--- src/rtl/usb_tx_pkg.sv ---
// Shared definitions for the USB transmit-path arbiter: FSM encoding, default timing, requester slots.
package usb_tx_pkg;

   typedef enum logic [1:0] {
      ST_IDLE  = 2'd0,
      ST_GAP   = 2'd1,
      ST_ARB   = 2'd2,
      ST_GRANT = 2'd3
   } usb_tx_state_e;

   localparam int DEF_GAP_BITS     = 4;
   localparam int DEF_MAX_PKT_BITS = 1100;

   localparam int REQ_ACK  = 0;
   localparam int REQ_DESC = 1;
   localparam int REQ_CFG  = 2;
   localparam int REQ_IFEP = 3;

endpackage

--- src/rtl/usb_tx_prio_pick.sv ---
// Combinational winner selection: requester 0 always wins; the rest are fixed-priority,
// or rotate after the last granted index when USB_TX_RR_EN is defined.
module usb_tx_prio_pick #(
   parameter int NUM_REQ = 4
) (
   input  logic [NUM_REQ-1:0]         req,
`ifdef USB_TX_RR_EN
   input  logic [$clog2(NUM_REQ)-1:0] ptr,
`endif
   output logic [NUM_REQ-1:0]         onehot,
   output logic [$clog2(NUM_REQ)-1:0] idx
);
   localparam int IDX_W = $clog2(NUM_REQ);

`ifdef USB_TX_RR_EN
   always_comb begin : pick_rr
      logic found;
      int   pos;
      onehot = '0;
      idx    = '0;
      found  = 1'b0;
      pos    = 0;
      if (req[0]) begin
         onehot[0] = 1'b1;
         found     = 1'b1;
      end
      // Positions 0..NUM_REQ-2 map to indices 1..NUM_REQ-1; the slot after ptr is position ptr.
      for (int k = 0; k < NUM_REQ - 1; k++) begin
         pos = (int'(ptr) + k) % (NUM_REQ - 1);
         if (!found && req[pos+1]) begin
            onehot[pos+1] = 1'b1;
            idx           = IDX_W'(pos + 1);
            found         = 1'b1;
         end
      end
   end
`else
   always_comb begin : pick_fixed
      logic found;
      onehot = '0;
      idx    = '0;
      found  = 1'b0;
      for (int i = 0; i < NUM_REQ; i++) begin
         if (!found && req[i]) begin
            onehot[i] = 1'b1;
            idx       = IDX_W'(i);
            found     = 1'b1;
         end
      end
   end
`endif

endmodule

--- src/rtl/usb_tx_arbiter.sv ---
// USB transmit-path arbiter: wait for idle bus, enforce the inter-packet gap, hold one grant until done.
// Optional USB_TX_RR_EN rotates priority among requesters 1..NUM_REQ-1.
module usb_tx_arbiter
   import usb_tx_pkg::*;
#(
   parameter int NUM_REQ      = 4,
   parameter int GAP_BITS     = DEF_GAP_BITS,
   parameter int MAX_PKT_BITS = DEF_MAX_PKT_BITS,
   parameter int CNT_W        = $clog2(MAX_PKT_BITS + 1)
) (
   input  logic                       useClk,
   input  logic                       resetN,
   input  logic                       checkData,
   input  logic                       busIdle,
   input  logic [NUM_REQ-1:0]         req,
   input  logic [NUM_REQ-1:0]         done,
   output logic [NUM_REQ-1:0]         grant,
   output logic [$clog2(NUM_REQ)-1:0] grantIdx,
   output logic                       txOE,
   output logic                       busy,
   output logic                       timeoutErr,
   output usb_tx_state_e              state_dbg
);
   localparam int IDX_W = $clog2(NUM_REQ);
   localparam logic [CNT_W-1:0] GAP_LAST = CNT_W'(GAP_BITS - 1);
   localparam logic [CNT_W-1:0] PKT_LAST = CNT_W'(MAX_PKT_BITS - 1);
   localparam logic [CNT_W-1:0] CNT_SAT  = CNT_W'(MAX_PKT_BITS);

   usb_tx_state_e      state, state_nxt;
   logic [CNT_W-1:0]   cnt, cnt_nxt, cnt_inc;
   logic [NUM_REQ-1:0] grant_nxt, pick_onehot;
   logic [IDX_W-1:0]   idx_nxt, pick_idx;
   logic               oe_nxt, tmo_nxt, drop;
`ifdef USB_TX_RR_EN
   logic [IDX_W-1:0]   ptr, ptr_nxt;
`endif

   usb_tx_prio_pick #(.NUM_REQ(NUM_REQ)) u_pick (
      .req    (req),
`ifdef USB_TX_RR_EN
      .ptr    (ptr),
`endif
      .onehot (pick_onehot),
      .idx    (pick_idx)
   );

   assign cnt_inc   = (cnt >= CNT_SAT) ? cnt : cnt + CNT_W'(1);
   assign state_dbg = state;

   always_comb begin
      state_nxt = state;
      cnt_nxt   = cnt;
      grant_nxt = grant;
      idx_nxt   = grantIdx;
      oe_nxt    = txOE;
      tmo_nxt   = 1'b0;
      drop      = 1'b0;
`ifdef USB_TX_RR_EN
      ptr_nxt   = ptr;
`endif
      case (state)
         ST_IDLE: begin
            if ((req != '0) && busIdle) begin
               state_nxt = ST_GAP;
               cnt_nxt   = '0;
            end
         end
         ST_GAP: begin
            if (req == '0) begin
               state_nxt = ST_IDLE;
            end else if (!busIdle) begin
               cnt_nxt = '0;
            end else if (checkData) begin
               if (cnt == GAP_LAST) state_nxt = ST_ARB;
               else                 cnt_nxt   = cnt_inc;
            end
         end
         ST_ARB: begin
            if (req == '0) begin
               state_nxt = ST_IDLE;
            end else begin
               state_nxt = ST_GRANT;
               grant_nxt = pick_onehot;
               idx_nxt   = pick_idx;
               oe_nxt    = 1'b1;
               cnt_nxt   = '0;
`ifdef USB_TX_RR_EN
               if (pick_idx != '0) ptr_nxt = pick_idx;
`endif
            end
         end
         ST_GRANT: begin
            // done beats a same-strobe timeout; a withdrawn request is a silent abort.
            if (done[grantIdx] || !req[grantIdx]) begin
               drop = 1'b1;
            end else if (checkData) begin
               if (cnt == PKT_LAST) begin
                  drop    = 1'b1;
                  tmo_nxt = 1'b1;
               end else begin
                  cnt_nxt = cnt_inc;
               end
            end
         end
         default: state_nxt = ST_IDLE;
      endcase
      if (drop) begin
         state_nxt = ST_GAP;
         grant_nxt = '0;
         oe_nxt    = 1'b0;
         cnt_nxt   = '0;
      end
   end

   always_ff @(posedge useClk or negedge resetN) begin
      if (!resetN) begin
         state      <= ST_IDLE;
         cnt        <= '0;
         grant      <= '0;
         grantIdx   <= '0;
         txOE       <= 1'b0;
         busy       <= 1'b0;
         timeoutErr <= 1'b0;
`ifdef USB_TX_RR_EN
         ptr        <= '0;
`endif
      end else begin
         state      <= state_nxt;
         cnt        <= cnt_nxt;
         grant      <= grant_nxt;
         grantIdx   <= idx_nxt;
         txOE       <= oe_nxt;
         busy       <= (state_nxt != ST_IDLE);
         timeoutErr <= tmo_nxt;
`ifdef USB_TX_RR_EN
         ptr        <= ptr_nxt;
`endif
      end
   end

endmodule

--- config.mk ---
export PLATFORM = sky130hd
export DESIGN_NAME = usb_tx_arbiter
export DESIGN_NICKNAME = d
export VERILOG_FILES = /design/src/rtl/usb_tx_pkg.sv /design/src/rtl/usb_tx_prio_pick.sv /design/src/rtl/usb_tx_arbiter.sv
export SDC_FILE = /design/constraint.sdc
export NUM_CORES = 1
export LEC_CHECK = 0
export ABC_CLOCK_PERIOD_IN_PS = 2300
export CAP_MARGIN = 15
export CORE_ASPECT_RATIO = 0.8
export CORE_MARGIN = 1.5
export CORE_UTILIZATION = 50
export CTS_CLUSTER_DIAMETER = 50
export DETAILED_ROUTE_END_ITERATION = 7
export GPL_TIMING_DRIVEN = 0
export PLACE_DENSITY = 0.75
export SYNTH_ARGS = -nofsm -noshare
export SYNTH_HDL_FRONTEND = slang
export SYNTH_HIERARCHICAL = 1
export SYNTH_SLANG_ARGS = --single-unit
--- constraint.sdc ---
create_clock -name useClk -period 2.3 [get_ports useClk]
set_input_delay 0.46 -clock useClk [delete_from_list [all_inputs] [get_ports useClk]]
set_output_delay 0.46 -clock useClk [all_outputs]
set_load 0.02 [all_outputs]
Figure 1. Layout detail (run 1).
The bar under the picture is 5 um long. Window x 37 to 57, y 28 to 48 um. Cells in gray, sequential cells in the stronger gray; small squares are vias.
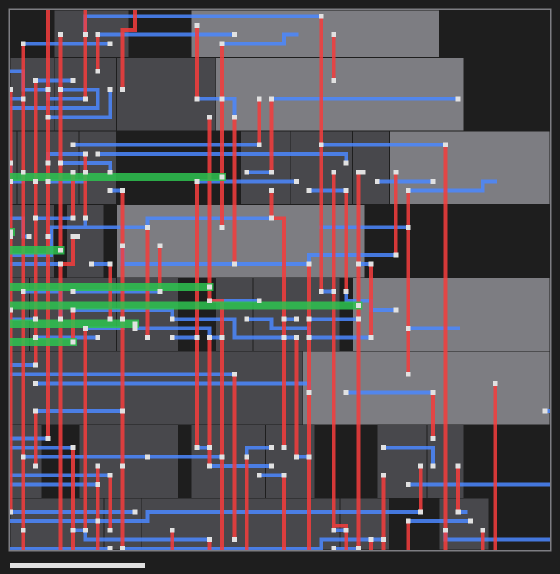
legend:
  met1:
    color: blue
  met2:
    color: red
  met3:
    color: green
most frequent: dfrtp_1 (6), a31oi_1 (4)
sequential cells in the window: 6
netlist names of flops here include: cnt (3)
cells with their middle in the window: 32

Figure 2. Wiring by layer (run 1).
The bar under the picture is 20 um long. Two of the layers only.
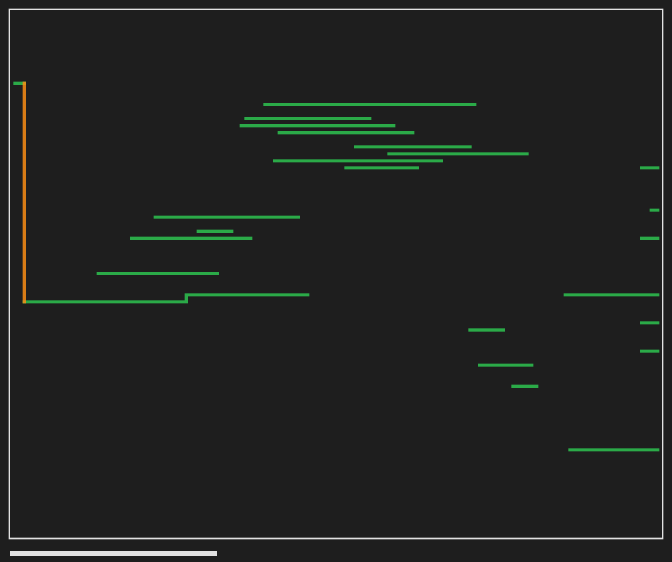
legend:
  met3:
    color: green
    wire_length: 211 um
  met4:
    color: orange
    wire_length: 21.1 um
DR WL/cell: 14.8 um
final WL: 3330 um
via count: 1327
gr usage total: 0.226

==> deck_impl_summary.md, run 1 <==
Physical Implementation Snapshot

Run status
  • Outcome: finished, final reports clean

Worst setup path
  • Crit path to: cnt[1]
  • CP cell instances: ha_1, nor4b_2, and3_2, o41ai_4, buf_4, a221oi_2, o22ai_1
  • Critical path's slowest cell: dfrtp_1
  • Register-to-Register Path Depth: 7
  • Arr. time, crit path: 2.39 ns
  • WP buf/inv: 1
  • R2r startpoint: cnt[0]
  • Reg-to-reg slack, setup: 0.09 ns
  • CP delay by family, top: simple AND/OR/NAND/NOR gates
  • R2R Path End: cnt[1]
  • Crit Path Max Fanout: 10
  • Kind of critical path: flip-flop to flip-flop
  • Worst setup path start: cnt[0]

Global route
  • Grt ovf: 0
  • First-pass GRT wire length: 5740 um

Logic synthesis
  • Register area share after synthesis: 0.383
  • Distinct lib cells: 48
  • Syn avg cell area: 9.03 um^2
  • Adder-cell share of the synthesized area: 0.0174
  • Mapped Cells: 159
  • Ys Warns: 6
  • Synthesized cell area: 1440 um^2
  • Basic Gates by Area: 0.206
  • EDFF count, synth: 0
  • Syn nets: 173
  • Most common reg cell: dfrtp_1
  • Ys cells: 159
  • Post-synthesis compound-gate area fraction: 0.286
  • Mux cell area share: 0.0453
  • Synth Area in XOR/XNOR: 0
  • Area reported by Yosys stat: 1440 um^2

Clock network
  • # resized after CTS: 4
  • CTS Hold Bufs: 0
  • CTS H-tree depth: 1
  • Clock-pin slew on the worst setup and hold paths: 0.12 ns
  • Post-CTS setup buffers: 2

Cells and area
  • NumNets Final: 202
  • Final Instance Area: 1830 um^2
  • Most frequent cells in the layout: 22 x dfrtp_1, 20 x clkdlybuf4s50_1, 13 x inv_1, 11 x nand2_1, 10 x a31oi_1
  • Layout cells sized above 1: 0.144
  • Top cell excl fill/tap: dfrtp_1
  • N_diodes: 0

Place
  • DP HPWL: 2380 um
  • DP Area: 1700 um^2

Flow run
  • MaxCap Viol Count: 0
  • OpenROAD warnings: 28

Timing
  • Worst-Margin Slew: 0.978 ns
  • Post-route minimum period: 2.21 ns
  • Final slew viol count: 0
  • Finish-stage setup viols: 0
  • Post-route clock period utilization: 0.961
  • Worst slew margin: 0.346
  • Fmax: 452 MHz
  • Setup Skew: 0.00498 ns

Die
  • Fp util: 0.523
  • DIE HEIGHT: 50.9 um
  • # rows: 17
  • Io pins: 23
  • Core box area: 2740 um^2

Power and ir drop
  • Sequential share of power: 0.384
  • Leakage: 0.737 nW
  • Pwr Density: 654 nW/um^2
  • Clock group total power: 0.294 mW
  • Top Consumer: sequential cells
  • Switching Power: 0.398 mW
  • Seq pwr: 0.461 mW
  • IR drop worst, VDD: 487 uV
  • Comb. pwr: 0.445 mW

Detailed routing
  • DR iter-0 viols: 84
  • Number of detailed-route iterations in the first pass: 4
  • Post-route DRC violation count: 0

Worst hold path
  • Hold EP: grant[1]
Figure 3. The metal 1 layer (run 1).
The bar under the picture is 20 um long. Cells faint in the background.
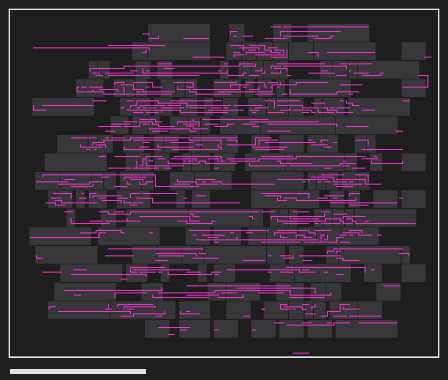
longest straight run: 18.9 um
share of all routed wire: 46%
wire length on this layer: 1540 um
main direction: horizontal
nets with wire on the layer: 182
M1 GR Usage: 0.302

## run 1: through the flow
stage | hold slack, ns | utilization | instances | total power [mW]
detailed placement | 0.493 | 0.621 | 219 | 0.863
global placement | 0.490 | 0.621 | 219 | 0.855
CTS | 0.525 | 0.659 | 225 | 1.19
floorplan | 0.164 | - | 159 | 0.713
finish | 0.516 | 0.668 | 225 | 1.20
global route | 0.535 | 0.668 | 225 | 1.27
## run 1: area by class of cell
type / count / area (um^2) / share of cell area
Buffer: 8 / 36.3 / 0.0198
Tap cell: 38 / 47.5 / 0.0259
Clock inverter: 1 / 30.0 / 0.0164
Inverter: 13 / 48.8 / 0.0266
Timing Repair Buffer: 25 / 260 / 0.142
Sequential cell: 22 / 551 / 0.300
Multi-Input combinational cell: 115 / 838 / 0.457
Clock buffer: 3 / 22.5 / 0.0123
## run 1: synthesized netlist by cell type (all sizes together) (2+ instances only)
cell	n	share of area
dfrtp	22	0.38
buf	5	0.017
a22o	4	0.024
inv	13	0.034
a211oi	3	0.016
mux2	2	0.016
nand3	7	0.024
nor3	6	0.024
a21o	2	0.010
nand2	11	0.029
nand4	4	0.017
a221oi	2	0.017
a21oi	9	0.037
clkbuf	4	0.010
nor4	2	0.0087
and3	4	0.017
o211ai	4	0.021
ha	2	0.017
mux2i	2	0.014
o21a	2	0.010
nand2b	6	0.031
a31oi	10	0.044
o21ai	9	0.031
nor2	7	0.018
## run 1: layer usage
layer | GRT usage | part of all wire
met1 | 0.302 | 0.46
met2 | 0.383 | 0.47
met3 | 0.0441 | 0.063
met4 | 0.0519 | 0.0063
met5 | 0 | 0
## run 1: sequential cells by signal, indices dropped and copies added, names as in the netlist
register,count
cnt,11
grant,4
grantIdx,2
state_dbg,2
busy,1
timeoutErr,1
txOE,1
--- run 2 (diff from run 1) ---
--- a/config.mk
+++ b/config.mk
@@ -7,13 +7,15 @@
 export LEC_CHECK = 0
 export ABC_CLOCK_PERIOD_IN_PS = 2300
 export CAP_MARGIN = 15
+export CELL_PAD_IN_SITES_DETAIL_PLACEMENT = 2
+export CELL_PAD_IN_SITES_GLOBAL_PLACEMENT = 2
 export CORE_ASPECT_RATIO = 0.8
-export CORE_MARGIN = 1.5
-export CORE_UTILIZATION = 50
-export CTS_CLUSTER_DIAMETER = 50
+export CORE_MARGIN = 10
+export CORE_UTILIZATION = 32
+export CTS_CLUSTER_DIAMETER = 40
 export DETAILED_ROUTE_END_ITERATION = 7
 export GPL_TIMING_DRIVEN = 0
-export PLACE_DENSITY = 0.75
+export PLACE_DENSITY_LB_ADDON = 0.1
 export SYNTH_ARGS = -nofsm -noshare
 export SYNTH_HDL_FRONTEND = slang
 export SYNTH_HIERARCHICAL = 1
Figure 4. Layout detail (run 2).
The bar under the picture is 5 um long. Window x 61 to 81, y 50 to 70 um. Cells in gray, sequential cells in the stronger gray; small squares are vias.
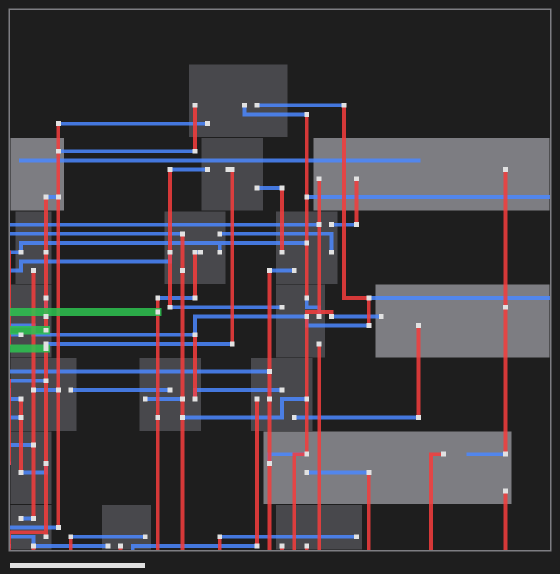
legend:
  met3:
    color: green
  met2:
    color: red
  met1:
    color: blue
most frequent: a31oi_1 (4), dfrtp_1 (3)
cells with their middle in the window: 16
sequential cells in the window: 3
netlist names of flops here include: cnt (2), timeoutErr (1)

==> deck_impl_summary.md, run 2 <==
Physical Implementation Snapshot

Clock network
  • CTS buffer count: 3
  • Post-CTS setup buffers: 4 (+2)
  • Clock-pin slew on the worst setup and hold paths: 0.09 ns (-0.03 ns)
  • # resized after CTS: 8 (+4)
  • CTS Sinks: 22
  • CTS H-tree depth: 1 (unchanged)
  • Clock Tree Buf Depth: 2
  • CTS tree: yes
  • Clk root buf: clkbuf_8
  • CTS Hold Bufs: 0 (unchanged)

Logic synthesis
  • Post-synth regs: 22
  • Ys cells: 159 (unchanged)
  • Ys Warns: 6 (unchanged)
  • Area reported by Yosys stat: 1440 um^2 (unchanged)
  • Register area share after synthesis: 0.383 (unchanged)
  • Mapped Cells: 159 (unchanged)
  • Synth top cell by count: dfrtp_1
  • Most common reg cell: dfrtp_1
  • Distinct lib cells: 48 (unchanged)
  • Syn nets: 173 (unchanged)
  • Asr flop ratio synth: 1.00
  • Commonest cells in the synthesized netlist: 22 x dfrtp_1, 13 x inv_1, 11 x nand2_1
  • Synth area leader: dfrtp_1
  • Top area contributor share: 0.383 (unchanged)
  • Syn avg cell area: 9.03 um^2 (unchanged)
  • Cell area leaders: dfrtp_1 38%, a31oi_1 4.4%, inv_1 3.4%, nand2_1 2.9%, a21oi_1 2.4%
  • Synthesized cell area: 1440 um^2 (unchanged)
  • EDFF count, synth: 0 (unchanged)

Worst setup path
  • R2R Path End: cnt[10]
  • Worst setup SP type: primary input
  • R2r startpoint: cnt[6]
  • Crit Path Max Fanout: 7 (-3)
  • Arr. time, crit path: 2.34 ns (-0.05 ns)
  • CP delay by family, top: buffers and inverters
  • Register-to-Register Path Depth: 6 (-1)
  • CP Capture Type: flip-flop
  • CP cell instances: clkdlybuf4s50_1, nand2b_1, mux4_2, o41ai_4, buf_4, o21ai_1, a31oi_1
  • Critical Path Max Stage Delay: 0.61 ns
  • Critical path's slowest cell: mux4_2
  • Reg-to-reg slack, setup: 0.16 ns (+0.07 ns)
  • WP buf/inv: 2 (+1)
  • Kind of critical path: primary input to flip-flop
  • Worst Path Required: 2.50 ns

Global route
  • Antenna violations before repair: 0
  • Pin count of the biggest net entering global routing: 23
  • Gr usage total: 0.135 (-0.0909)
  • Grt ovf: 0 (unchanged)
  • First-pass GRT wire length: 7940 um (+38%)

Detailed routing
  • Vias per cell: 5.66
  • Number of detailed-route iterations in the first pass: 4 (unchanged)
  • Via count: 1387 (+4.5%)
  • Final WL: 4960 um (+49%)
  • DR WL/cell: 20.2 um (+37%)
  • DR iter-0 viols: 92 (+9.5%)
  • Post-route DRC violation count: 0 (unchanged)

Die
  • Total die size: 7590 um^2
  • Io pins: 23 (unchanged)
  • Core box area: 4260 um^2 (+55%)
  • Fp util: 0.337 (-0.186)
  • # rows: 21 (+4)
  • DIE HEIGHT: 79.9 um (+57%)

Place
  • DP HPWL: 3590 um (+51%)
  • Placer Congestion: 0.766
  • Placed insts: 238 (+8.7%)
  • Input/output buffers: 22
  • DP Area: 1730 um^2 (+1.4%)

Timing
  • Fmax: 466 MHz (+3.0%)
  • Worst slew margin: 0.575 (+0.230)
  • Hold Fails Final Rpt: 0
  • Worst hold slack: 0.496 ns (-0.0201 ns)
  • Finish-stage setup viols: 0 (unchanged)
  • Post-route clock period utilization: 0.933 (-0.0284)
  • Setup Skew: 0.00474 ns (-0.000233 ns)
  • Post-route minimum period: 2.15 ns (-0.0653 ns)
  • Final slew viol count: 0 (unchanged)
  • Worst-Margin Slew: 0.630 ns (-0.348 ns)

Cells and area
  • Top cell excl fill/tap: dfrtp_1
  • Most frequent cells in the layout: 22 x dfrtp_1, 18 x clkdlybuf4s50_1, 13 x inv_1, 11 x nand2_1, 10 x a31oi_1
  • Layout cells sized above 1: 0.160 (+0.0152)
  • Largest register FFs: 11 (unchanged)
  • Final Instance Area: 1930 um^2 (+5.0%)
  • Synth-to-layout area growth: 34.1%
  • Flop area: 551 um^2 (unchanged)
  • N_diodes: 0 (unchanged)
  • Non-Filler Instances: 245 (+8.9%)
  • NumNets Final: 203 (+0.50%)
  • Logic area: 855 um^2 (+1.9%)
  • Largest reg by FF count: cnt
  • Largest regs: cnt: 11 flops, grant: 4 flops

Run status
  • Outcome: finished, final reports clean

Power and ir drop
  • Switching Power: 0.448 mW (+13%)
  • Leakage: 0.771 nW (+4.7%)
  • Pwr Density: 681 nW/um^2 (+4.2%)
  • Tot Pwr: 1.31 mW (+9.4%)
  • Switch share: 0.342
  • IR drop worst, VDD: 299 uV (-38%)
  • Clk pwr share: 0.284
  • Internal: 0.863 mW
  • Sequential share of power: 0.354 (-0.030)
  • Combinational share of power: 0.362

Worst hold path
  • Class of the worst hold path: primary input to async pin

Flow run
  • MaxCap Viol Count: 0 (unchanged)
  • OpenROAD warnings: 28 (unchanged)
Figure 5. Routed metal per tile (run 2).
19 x 16 tiles, from white (low) to dark blue (high), scaled to the fullest tile. Values are wire area over tile area, all layers added.
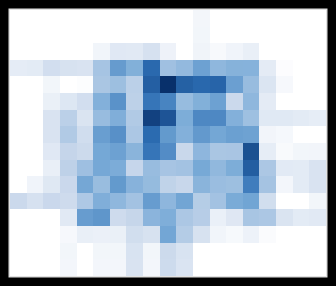
emptiest ninth of the die: upper left
mean over tiles: 0.10
tiles over half the peak: 14%

-- run 2: power groups by stage --
stage	Sequential (mW)	Combinational [mW]	Clock (mW)
final	0.464	0.475	0.372
after global routing	0.471	0.513	0.405
after CTS	0.465	0.471	0.382
after detailed placement	0.473	0.424	0
after global placement	0.469	0.406	0
after floorplan	0.506	0.207	0
-- run 2: worst max path at each step --
| stage | startpoint | end | cells past startpoint |
|---|---|---|---|
| 3_5_place_dp | req[0] | cnt[2] | 6 |
| 2_1_floorplan | done[3] | cnt[3] | 5 |
| 6_report | done[3] | cnt[9] | 7 |
| 4_1_cts | req[1] | cnt[9] | 6 |
| 3_3_place_gp | req[0] | cnt[2] | 6 |
| 5_1_grt | cnt[3] | cnt[1] | 6 |
-- run 2: cells by family after synthesis --
family,share of synthesized area
flops,0.383
compound gates,0.286
buf+inv,0.0619
fa+ha+maj,0.0174
mux,0.0453
simple gates,0.206
-- run 2: area by class of cell --
type | count | share of cell area
sequential | 22 | 0.286
clock buffer | 3 | 0.0214
tap | 57 | 0.0370
clock inverter | 1 | 0.0156
inverter | 13 | 0.0253
multi-input combinational | 115 | 0.444
timing repair buffer | 27 | 0.154
buffer | 7 | 0.0169
-- run 2: routing by layer --
metal | vias to the layer above | GRT usage | wire, um
li1 | 656 | - | -
met1 | 703 | 0.168 | 2250
met2 | 21 | 0.221 | 2440
met3 | 7 | 0.0310 | 188
met4 | 0 | 0.0522 | 76
met5 | - | 0 | 0
-- run 2: stage by stage --
stage,TNS [ns],setup slack (ns),util
2_1_floorplan,0,0.319,-
3_3_place_gp,-7.88,-0.586,0.406
3_5_place_dp,-9.26,-0.686,0.406
6_report,0,0.154,0.452
4_1_cts,0,0.00189,0.439
5_1_grt,-0.0842,-0.0416,0.452
--- run 3 (diff from run 2) ---
--- a/config.mk
+++ b/config.mk
@@ -15,7 +15,7 @@
 export CTS_CLUSTER_DIAMETER = 40
 export DETAILED_ROUTE_END_ITERATION = 7
 export GPL_TIMING_DRIVEN = 0
-export PLACE_DENSITY_LB_ADDON = 0.1
+export PLACE_DENSITY = 0.76
 export SYNTH_ARGS = -nofsm -noshare
 export SYNTH_HDL_FRONTEND = slang
 export SYNTH_HIERARCHICAL = 1
Figure 6. The metal 1 layer (run 3).
The bar under the picture is 20 um long. Cells faint in the background.
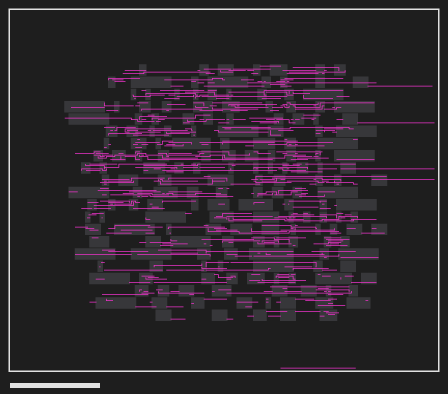
wire length on this layer: 2380 um
share of all routed wire: 47%
longest straight run: 29.0 um
M1 GR Usage: 0.181
via count: 1393
final WL: 5060 um

==> deck_impl_summary.md, run 3 <==
Physical Implementation Snapshot

Worst setup path
  • CP Capture Type: flip-flop
  • Kind of critical path: primary input to flip-flop
  • Register-to-Register Path Depth: 7 (+1)
  • Crit Path Max Fanout: 10 (+3)
  • Worst Path Required: 2.48 ns (-0.02 ns)
  • Worst setup path start: done[1]

Place
  • DP Area: 1730 um^2 (unchanged)
  • Placed insts: 238 (unchanged)
  • Placer Congestion: 0.769 (+0.40%)
  • DP HPWL: 3710 um (+3.4%)
  • Input/output buffers: 22 (unchanged)
  • Pre-CTS WS: -0.721 ns (-0.0347 ns)

Die
  • Core box area: 4260 um^2 (unchanged)
  • # rows: 21 (unchanged)
  • Total die size: 7590 um^2 (unchanged)
  • Io pins: 23 (unchanged)

Timing
  • Post-route minimum period: 2.17 ns (+0.0256 ns)
  • Final WS setup: 0.129 ns (-0.0256 ns)
  • Post-route clock period utilization: 0.944 (+0.0111)
  • Setup Skew: 0.00169 ns (-0.00305 ns)
  • Worst hold slack: 0.512 ns (+0.0163 ns)
  • Worst-Margin Slew: 0.568 ns (-0.0626 ns)
  • Fin Setup TNS: 0 ns (unchanged)
  • Worst slew margin: 0.620 (+0.0450)
  • Hold Fails Final Rpt: 0 (unchanged)

Logic synthesis
  • Area reported by Yosys stat: 1440 um^2 (unchanged)
  • Register area share after synthesis: 0.383 (unchanged)
  • Mapped Cells: 159 (unchanged)
  • Synthesized cell area: 1440 um^2 (unchanged)
  • Commonest cells in the synthesized netlist: 22 x dfrtp_1, 13 x inv_1, 11 x nand2_1
  • Cell area leaders: dfrtp_1 38%, a31oi_1 4.4%, inv_1 3.4%, nand2_1 2.9%, a21oi_1 2.4%
  • Ys Warns: 6 (unchanged)
  • Asr flop ratio synth: 1.00 (unchanged)
  • Synth top cell by count: dfrtp_1
  • Syn avg cell area: 9.03 um^2 (unchanged)
  • Syn nets: 173 (unchanged)
  • Most common reg cell: dfrtp_1
  • Synth area leader: dfrtp_1
  • EDFF count, synth: 0 (unchanged)

Cells and area
  • Top cell excl fill/tap: dfrtp_1
  • Largest reg by FF count: cnt
  • Layout cells sized above 1: 0.177 (+0.0178)
  • NumNets Final: 202 (-0.49%)
  • Logic area: 868 um^2 (+1.6%)
  • Post-layout util: 0.441 (-0.0112)
  • Most frequent cells in the layout: 22 x dfrtp_1, 18 x clkdlybuf4s50_1, 13 x inv_1, 10 x nand2_1, 10 x a31oi_1
  • Synth-to-layout area growth: 30.7%
  • Flop area: 551 um^2 (unchanged)
  • Largest register FFs: 11 (unchanged)
  • Non-Filler Instances: 243 (-0.82%)
  • Final Instance Area: 1880 um^2 (-2.5%)

Power and ir drop
  • Tot Pwr: 1.17 mW (-11%)
  • Clk pwr share: 0.206 (-0.078)
  • Internal: 0.740 mW (-14%)
  • Combinational share of power: 0.387 (+0.025)
  • IR drop worst, VDD: 204 uV (-32%)
  • Switch share: 0.370 (+0.0277)

Clock network
  • CTS Hold Bufs: 0 (unchanged)
  • Clk root buf: clkbuf_8
  • CTS Sinks: 22 (unchanged)
  • Clock-pin slew on the worst setup and hold paths: 0.08 ns (about the same)
  • CTS H-tree depth: 1 (unchanged)
  • Clock Tree Buf Depth: 2 (unchanged)
  • CTS buffer count: 3 (unchanged)

Flow run
  • OpenROAD warnings: 28 (unchanged)
  • MaxCap Viol Count: 0 (unchanged)

Global route
  • Grt ovf: 0 (unchanged)
  • Antenna violations before repair: 0 (unchanged)
  • First-pass GRT wire length: 8600 um (+8.3%)

Detailed routing
  • Vias per cell: 5.73 (+1.3%)
  • DR iter-0 viols: 65 (-29%)
  • Post-route DRC violation count: 0 (unchanged)
  • Number of detailed-route iterations in the first pass: 4 (unchanged)

Run status
  • Outcome: finished, final reports clean
Figure 7. Routed metal per tile (run 3).
19 x 16 tiles, from white (low) to dark blue (high), scaled to the fullest tile. Values are wire area over tile area, all layers added.
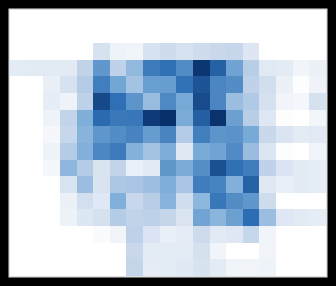
mean over tiles: 0.10
nearly empty tiles: 35%
emptiest ninth of the die: lower left
densest ninth of the die: center
tiles over half the peak: 18%
fullest tile: 0.45
DR WL/cell: 20.8 um
gr usage total: 0.142

## run 3: cell counts after synthesis
Identical to the previous run, type by type.
## run 3: critical path, cell delays in order
cell	delay, ns
clkdlybuf4s50_1	0.41
nand2b_1	0.15
mux4_2	0.60
o41ai_4	0.25
buf_6	0.19
o21ai_1	0.08
a31oi_1	0.19
## run 3: power by group through the flow
stage               sequential [mW]  combinational (mW)  clock (mW)
finish                        0.477               0.454       0.242
global route                  0.486               0.496       0.266
detailed placement            0.473               0.423           0
floorplan                     0.506               0.207           0
global placement              0.468               0.404           0
CTS                           0.465               0.462       0.253
## run 3: cells by family after synthesis
family | Yosys count | synth area share
multiplexers | 5 | 0.0453
adder cells (fa/ha/maj) | 2 | 0.0174
AND-OR/OR-AND | 54 | 0.286
buffers and inverters | 22 | 0.0619
AND/OR/NAND/NOR | 54 | 0.206
flip-flops | 22 | 0.383
## run 3: layout make-up
class,instances,share of cell area
multi-input combinational,115,0.462
sequential,22,0.293
timing repair buffer,27,0.143
tap,57,0.0380
inverter,13,0.0260
clock buffer,3,0.0220
buffer,6,0.0160
## run 3: timing repair
item | CTS | global route
pin swaps | 2 | 0
gates cloned | 0 | 0
resized | 11 | 12
setup endpoints to repair | 14 | 14
buffers inserted | 4 | 0
## run 3: worst paths after layout
kind	end	slack, ns
worst min-delay path	grant[2]	0.51
worst max-delay path	cnt[3]	0.13
max in group asynchronous	cnt[3]	1.26
worst min register to register	grant[2]	0.51
worst max register to register	cnt[1]	0.18
min in group asynchronous	txOE	0.56
## run 3: routing by layer
metal / routed length [um] / GRT usage
met5: 0 / 0
met2: 2440 / 0.240
met3: 181 / 0.0310
met4: 54 / 0.0328
met1: 2380 / 0.181
No activity file was given, so power comes from the tool's default toggle rates.
